===== src/rtl/sdr_req_arbiter.sv =====
// Round-robin arbiter sharing the single sdr_fastinit request port among NREQ requesters.
// Define SDR_ARB_FIXED_PRIO_EN to replace round-robin with fixed lowest-index-wins priority.
module sdr_req_arbiter #(
  parameter int NREQ         = 4,
  parameter int SDRAM_RASIZE = 31
) (
  input  logic                         CLK,
  input  logic                         RESET_N,
  input  logic [NREQ-1:0]              M_RREQ,
  input  logic [NREQ-1:0]              M_WREQ,
  input  logic [NREQ*SDRAM_RASIZE-1:0] M_RADDR,
  input  logic [NREQ*4-1:0]            M_BSIZE,
  input  logic [NREQ-1:0]              M_AUTOPCH,
  output logic [NREQ-1:0]              M_ACK,
  output logic [NREQ-1:0]              M_GNT,
  output logic [NREQ-1:0]              M_RVALID,
  output logic [NREQ-1:0]              M_DREQ,
  output logic                         R_REQ,
  output logic                         W_REQ,
  output logic [SDRAM_RASIZE-1:0]      RADDR,
  output logic [3:0]                   B_SIZE,
  output logic                         AUTO_PCH,
  input  logic                         RW_ACK,
  input  logic                         R_VALID,
  input  logic                         D_REQ
);

  localparam int IW = (NREQ > 1) ? $clog2(NREQ) : 1;

  typedef enum logic [1:0] {S_IDLE, S_REQ, S_DATA} state_t;

  state_t                  r_state,   w_state_nxt;
  logic [NREQ-1:0]         r_gnt,     w_gnt_nxt;
  logic                    r_rreq,    w_rreq_nxt;
  logic                    r_wreq,    w_wreq_nxt;
  logic                    r_is_read, w_is_read_nxt;
  logic                    r_autopch, w_autopch_nxt;
  logic [SDRAM_RASIZE-1:0] r_raddr,   w_raddr_nxt;
  logic [3:0]              r_bsize,   w_bsize_nxt;
  logic [3:0]              r_cnt,     w_cnt_nxt;
`ifndef SDR_ARB_FIXED_PRIO_EN
  logic [IW-1:0]           r_owner,    w_owner_nxt;
  logic [IW-1:0]           r_last_gnt, w_last_gnt_nxt;
  logic [IW-1:0]           w_cand;
`endif

  logic [NREQ-1:0]         w_any;
  logic                    w_found;
  logic [IW-1:0]           w_win;
  logic                    w_beat;
  logic [SDRAM_RASIZE-1:0] w_addr_arr  [NREQ];
  logic [3:0]              w_bsize_arr [NREQ];

  for (genvar g = 0; g < NREQ; g++) begin : g_unpack
    assign w_addr_arr[g]  = M_RADDR[g*SDRAM_RASIZE +: SDRAM_RASIZE];
    assign w_bsize_arr[g] = M_BSIZE[g*4 +: 4];
  end

  assign w_any  = M_RREQ | M_WREQ;
  assign w_beat = r_is_read ? R_VALID : D_REQ;

  // Candidates are scanned from lowest to highest priority, so the last hit wins.
  always_comb begin
    // NOTE: every variable gets a default before any branch so no latch is inferred.
    w_found = 1'b0;
    w_win   = '0;
`ifdef SDR_ARB_FIXED_PRIO_EN
    for (int k = NREQ - 1; k >= 0; k--) begin
      if (w_any[IW'(k)]) begin
        w_found = 1'b1;
        w_win   = IW'(k);
      end
    end
`else
    w_cand = '0;
    for (int k = NREQ; k >= 1; k--) begin
      w_cand = IW'((int'(r_last_gnt) + k) % NREQ);
      if (w_any[w_cand]) begin
        w_found = 1'b1;
        w_win   = w_cand;
      end
    end
`endif
  end

  always_comb begin
    w_state_nxt    = r_state;
    w_gnt_nxt      = r_gnt;
    w_rreq_nxt     = r_rreq;
    w_wreq_nxt     = r_wreq;
    w_is_read_nxt  = r_is_read;
    w_autopch_nxt  = r_autopch;
    w_raddr_nxt    = r_raddr;
    w_bsize_nxt    = r_bsize;
    w_cnt_nxt      = r_cnt;
`ifndef SDR_ARB_FIXED_PRIO_EN
    w_owner_nxt    = r_owner;
    w_last_gnt_nxt = r_last_gnt;
`endif
    unique case (r_state)
      S_IDLE: begin
        if (w_found) begin
          w_state_nxt        = S_REQ;
          w_gnt_nxt          = '0;
          w_gnt_nxt[w_win]   = 1'b1;
          // Read wins over write on the same port; the write stays pending.
          w_is_read_nxt      = M_RREQ[w_win];
          w_rreq_nxt         = M_RREQ[w_win];
          w_wreq_nxt         = ~M_RREQ[w_win];
          w_raddr_nxt        = w_addr_arr[w_win];
          w_bsize_nxt        = w_bsize_arr[w_win];
          w_autopch_nxt      = M_AUTOPCH[w_win];
`ifndef SDR_ARB_FIXED_PRIO_EN
          w_owner_nxt        = w_win;
`endif
        end
      end
      S_REQ: begin
        if (RW_ACK) begin
          w_state_nxt = S_DATA;
          w_rreq_nxt  = 1'b0;
          w_wreq_nxt  = 1'b0;
          w_cnt_nxt   = r_bsize;
        end
      end
      S_DATA: begin
        if (w_beat) begin
          if (r_cnt == 4'd0) begin
            w_state_nxt    = S_IDLE;
            w_gnt_nxt      = '0;
`ifndef SDR_ARB_FIXED_PRIO_EN
            w_last_gnt_nxt = r_owner;
`endif
          end else begin
            w_cnt_nxt = r_cnt - 4'd1;
          end
        end
      end
      default: w_state_nxt = S_IDLE;
    endcase
  end

  always_ff @(posedge CLK) begin
    // NOTE: sequential state uses non-blocking assignments; reset is sampled on the clock edge.
    if (!RESET_N) begin
      r_state    <= S_IDLE;
      r_gnt      <= '0;
      r_rreq     <= 1'b0;
      r_wreq     <= 1'b0;
      r_is_read  <= 1'b0;
      r_autopch  <= 1'b0;
      r_raddr    <= '0;
      r_bsize    <= '0;
      r_cnt      <= '0;
`ifndef SDR_ARB_FIXED_PRIO_EN
      r_owner    <= '0;
      r_last_gnt <= IW'(NREQ - 1);
`endif
    end else begin
      r_state    <= w_state_nxt;
      r_gnt      <= w_gnt_nxt;
      r_rreq     <= w_rreq_nxt;
      r_wreq     <= w_wreq_nxt;
      r_is_read  <= w_is_read_nxt;
      r_autopch  <= w_autopch_nxt;
      r_raddr    <= w_raddr_nxt;
      r_bsize    <= w_bsize_nxt;
      r_cnt      <= w_cnt_nxt;
`ifndef SDR_ARB_FIXED_PRIO_EN
      r_owner    <= w_owner_nxt;
      r_last_gnt <= w_last_gnt_nxt;
`endif
    end
  end

  assign M_GNT    = r_gnt;
  assign M_ACK    = {NREQ{RW_ACK}}  & r_gnt;
  assign M_RVALID = {NREQ{R_VALID}} & r_gnt;
  assign M_DREQ   = {NREQ{D_REQ}}   & r_gnt;
  assign R_REQ    = r_rreq;
  assign W_REQ    = r_wreq;
  assign RADDR    = r_raddr;
  assign B_SIZE   = r_bsize;
  assign AUTO_PCH = r_autopch;

endmodule


===== config.mk =====
export PLATFORM = sky130hd
export DESIGN_NAME = sdr_req_arbiter
export DESIGN_NICKNAME = d
export VERILOG_FILES = /design/src/rtl/sdr_req_arbiter.sv
export SDC_FILE = /design/constraint.sdc
export NUM_CORES = 1
export LEC_CHECK = 0
export ABC_AREA = 1
export CORE_ASPECT_RATIO = 0.9
export CORE_UTILIZATION = 34
export CTS_CLUSTER_SIZE = 8
export DETAILED_ROUTE_END_ITERATION = 10
export PLACE_DENSITY_LB_ADDON = 0.2
export SLEW_MARGIN = 20
export SYNTH_ARGS = -nofsm -noshare
export SYNTH_HDL_FRONTEND = slang
export SYNTH_SLANG_ARGS = --single-unit

===== constraint.sdc =====
create_clock -name CLK -period 1.84 [get_ports CLK]
set_input_delay 0.184 -clock CLK [delete_from_list [all_inputs] [get_ports CLK]]
set_output_delay 0.184 -clock CLK [all_outputs]
set_load 0.005 [all_outputs]

**Local utilization**

Scale: 3 px per um. The die is cut into 11 by 10 equal tiles; black is low, pale yellow is high, 0 to 100% covered.
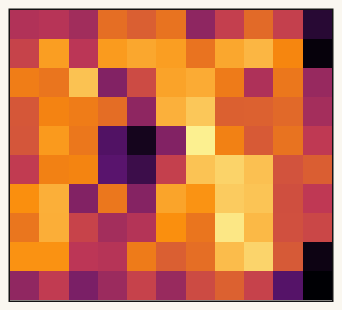
1.8% of the tiles are nearly empty. 27% of the tiles are over 75% full. The mean over all tiles is 60%.

**Pin placement**

Scale: 3 px per um. Pins as bars across the die edge, other pins in gray.
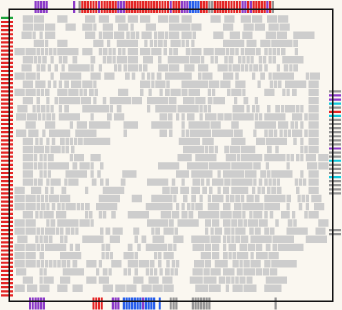
Green shows CLK, pins 1, direction input, edge left. Cyan shows M_DREQ, pins 4, direction output, edge right. Purple shows RADDR, pins 31, direction output, edge 18 top, 10 bottom, 3 right. Red shows M_RADDR, pins 124, direction input, edge 68 left, 51 top, 4 bottom, 1 right. Blue shows M_BSIZE, pins 16, direction input, edge 12 bottom, 4 top.
port bufs: 210
DIE HEIGHT: 96.8 um
DIE WIDTH: 107 um

**Signal wires by layer**

Scale: 2 px per um.
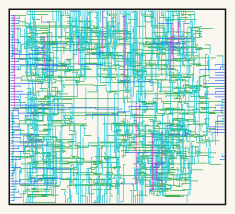
Cyan shows M2, wire length 6890 um. Blue shows M3, wire length 850 um. Magenta shows M4, wire length 331 um. Green shows M1, wire length 5440 um.

==> results_slide.txt <==
Key Metrics from the Run

Logic synthesis
  – Yosys aoi share: 0.0987
  – Mapped Area: 0.00340 sq mm
  – Synth Warn #: 0
  – EDFF count, synth: 0
  – Commonest flop: dfxtp_1
  – Adder Share, Synth: 0.00368
  – Cell count after synthesis: 577
  – Comb area leader: simple AND/OR/NAND/NOR gates
  – Yosys cell types: 30
  – Yosys cell count: 577

Hold path
  – Hold Path End: W_REQ
  – Hold-critical path depth: 6

STA
  – Final setup vio count: 36
  – Slew of the pin with the lowest slew margin: 0.504 ns
  – Post-layout min period: 1.93 ns
  – Part of the cycle the worst path needs: 1.05
  – Final setup margin: -0.0874 ns

Die
  – Floorplan core density: 0.350
  – Ports: 211

Placed design
  – Hpwl dp: 9460 um

Finish
  – # diodes: 0
  – # nets final: 969
  – Layout cell share with drive strength beyond 1: 0.144
  – Area Growth Syn to Fin: 88.0%
  – Final Cell Area: 0.00639 sq mm

Pwr
  – Seq pwr share: 0.329
  – Internal: 2.84 mW
  – Power share of the combinational group: 0.519

Drt
  – Routed length on met1: 5440 um
  – Post-DR vias/cell: 4.80
  – Detailed-route DRC error count: 0
  – Routed wirelength normalized by instance count: 14.4 um

Status
  – Status: finished with violations
  – Failing checks: setup timing

Clocking
  – Total CTS buffers: 5
  – Worst-skew pair later-pin latency: 0.30 ns
  – Htree depth: 2
  – Clk buf depth: 2

Setup path
  – Reg2reg setup slack: -0.09 ns
  – Reg-to-Reg End: RADDR[20]
  – Crit Path Class: register to register
  – Crit start category: register
  – Worst r2r src: r_last_gnt[0]

Flow run
  – Max-cap violations: 0
**The clock network**

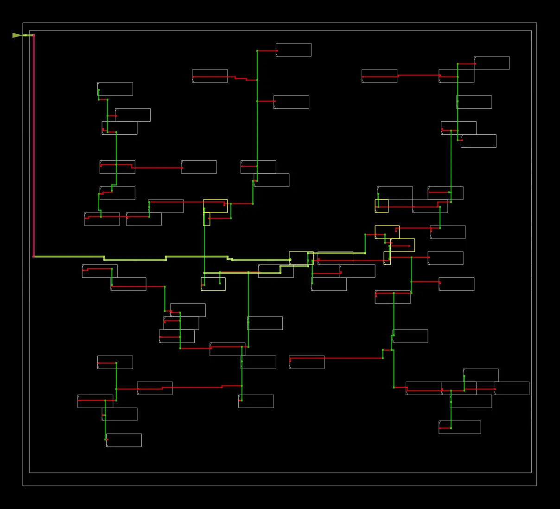
number of clock sinks: 53
Flops: 53

**Placed cells, one color a class**

Scale: 2 px per um.
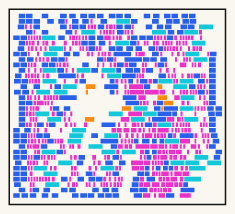
Orange shows clock drivers and dummy loads, cells 8, share of their area 1.3%. Blue shows remaining buffers and delay cells, cells 254, share of their area 43%. Magenta shows remaining logic cells, cells 497, share of their area 38%. Cyan shows registers, cells 53, share of their area 17%.
row cnt: 34
final core occ: 0.658
core area: 0.00970 sq mm

[worst max path at each step]
stage | start | endpoint | slack [ns]
2_1_floorplan | r_last_gnt[0] | RADDR[12] | 0.09
3_3_place_gp | M_RREQ[0] | RADDR[3] | -0.27
3_5_place_dp | M_RREQ[1] | RADDR[29] | -0.32
4_1_cts | r_last_gnt[1] | RADDR[3] | -0.03
5_1_grt | r_last_gnt[0] | RADDR[20] | -0.19
6_report | r_last_gnt[0] | RADDR[20] | -0.09
[sequential cells by signal (all words and copies together), names as in the netlist]
register    flops
RADDR          31
B_SIZE          4
M_GNT           4
r_cnt           4
r_last_gnt      2
r_owner         2
r_state         2
AUTO_PCH        1
R_REQ           1
W_REQ           1
r_is_read       1
[worst max-delay path: stages (launching register included)]
cell       delay (ns)
dfxtp_4          0.38
buf_12           0.15
nand2_4          0.07
and2_4           0.14
nand3_1          0.07
nand4_1          0.14
nand2_4          0.09
buf_12           0.15
nor2_8           0.21
clkbuf_16        0.20
nand2_1          0.05
nand3_1          0.08
nor2_1           0.04
nor2_1           0.09
[Yosys cell counts, types with 2 or more instances]
library cell    n  share of area
inv_2           3         0.0033
nand3_1        48          0.071
o21ai_1         2         0.0029
inv_1          34          0.038
nand3_2         2         0.0059
a21oi_1        14          0.021
nand2_2         3         0.0055
nor2_8          4          0.024
inv_4           3         0.0055
nor3_1          2         0.0029
buf_2           3         0.0044
clkbuf_1       11          0.012
nand2_1       242           0.27
a211oi_1        3         0.0066
nor2_1         85          0.094
buf_4           4         0.0088
o21ai_0        42          0.062
dfxtp_1        53           0.31
buf_1           2         0.0022
buf_6           7          0.023
[power groups by stage]
stage / logic [mW] / registers [mW] / clock network (mW)
6_report: 2.28 / 1.45 / 0.667
5_1_grt: 2.48 / 1.47 / 0.714
4_1_cts: 2.00 / 1.44 / 0.675
3_5_place_dp: 1.95 / 1.47 / 0
3_3_place_gp: 1.93 / 1.46 / 0
2_1_floorplan: 0.930 / 1.46 / 0
[timing repair]
action | in CTS | in global routing
cloned | 1 | 6
pin swaps | 4 | 14
hold endpoints to repair | 0 | 0
setup endpoints to repair | 46 | 48
gates resized | 19 | 66
buffers inserted | 1 | 6
[area by class of cell]
type	count	area [sq um]	share of cell area
clock buffers	7	76.3	0.0120
clock inverters	1	7.51	0.00118
inverters	40	163	0.0255
multi-input cells	457	2230	0.349
flip-flops and latches	53	1070	0.167
well taps	126	158	0.0247
repair buffers	254	2690	0.421
[metrics by stage]
step	cells	utilization	hold slack (ns)	setup TNS, ns
finish	938	0.658	0.435	-1.58
global route	938	0.658	0.463	-6.17
detailed placement	917	0.600	0.458	-12.50
global placement	917	0.600	0.456	-10.45
floorplan	577	-	0.368	0
CTS	927	0.616	0.473	-0.141
[cells in the final DEF (no fill, tap or decap), types with 8 or more instances in the layout]
cell type and n:
nand2_2 19, nor2_1 79, buf_4 21, dfxtp_1 51, o21ai_0 37, nand3_2 11
clkdlybuf4s50_1 205, buf_6 8, nand3_1 38, a21oi_1 11, buf_12 10, inv_1 33
nand2_1 221
[layer usage]
layer	vias up	track usage
li1	2275	-
met1	2010	0.257
met2	187	0.439
met3	30	0.0505
met4	0	0.0790
met5	-	0
Power and IR drop assume default switching activity.
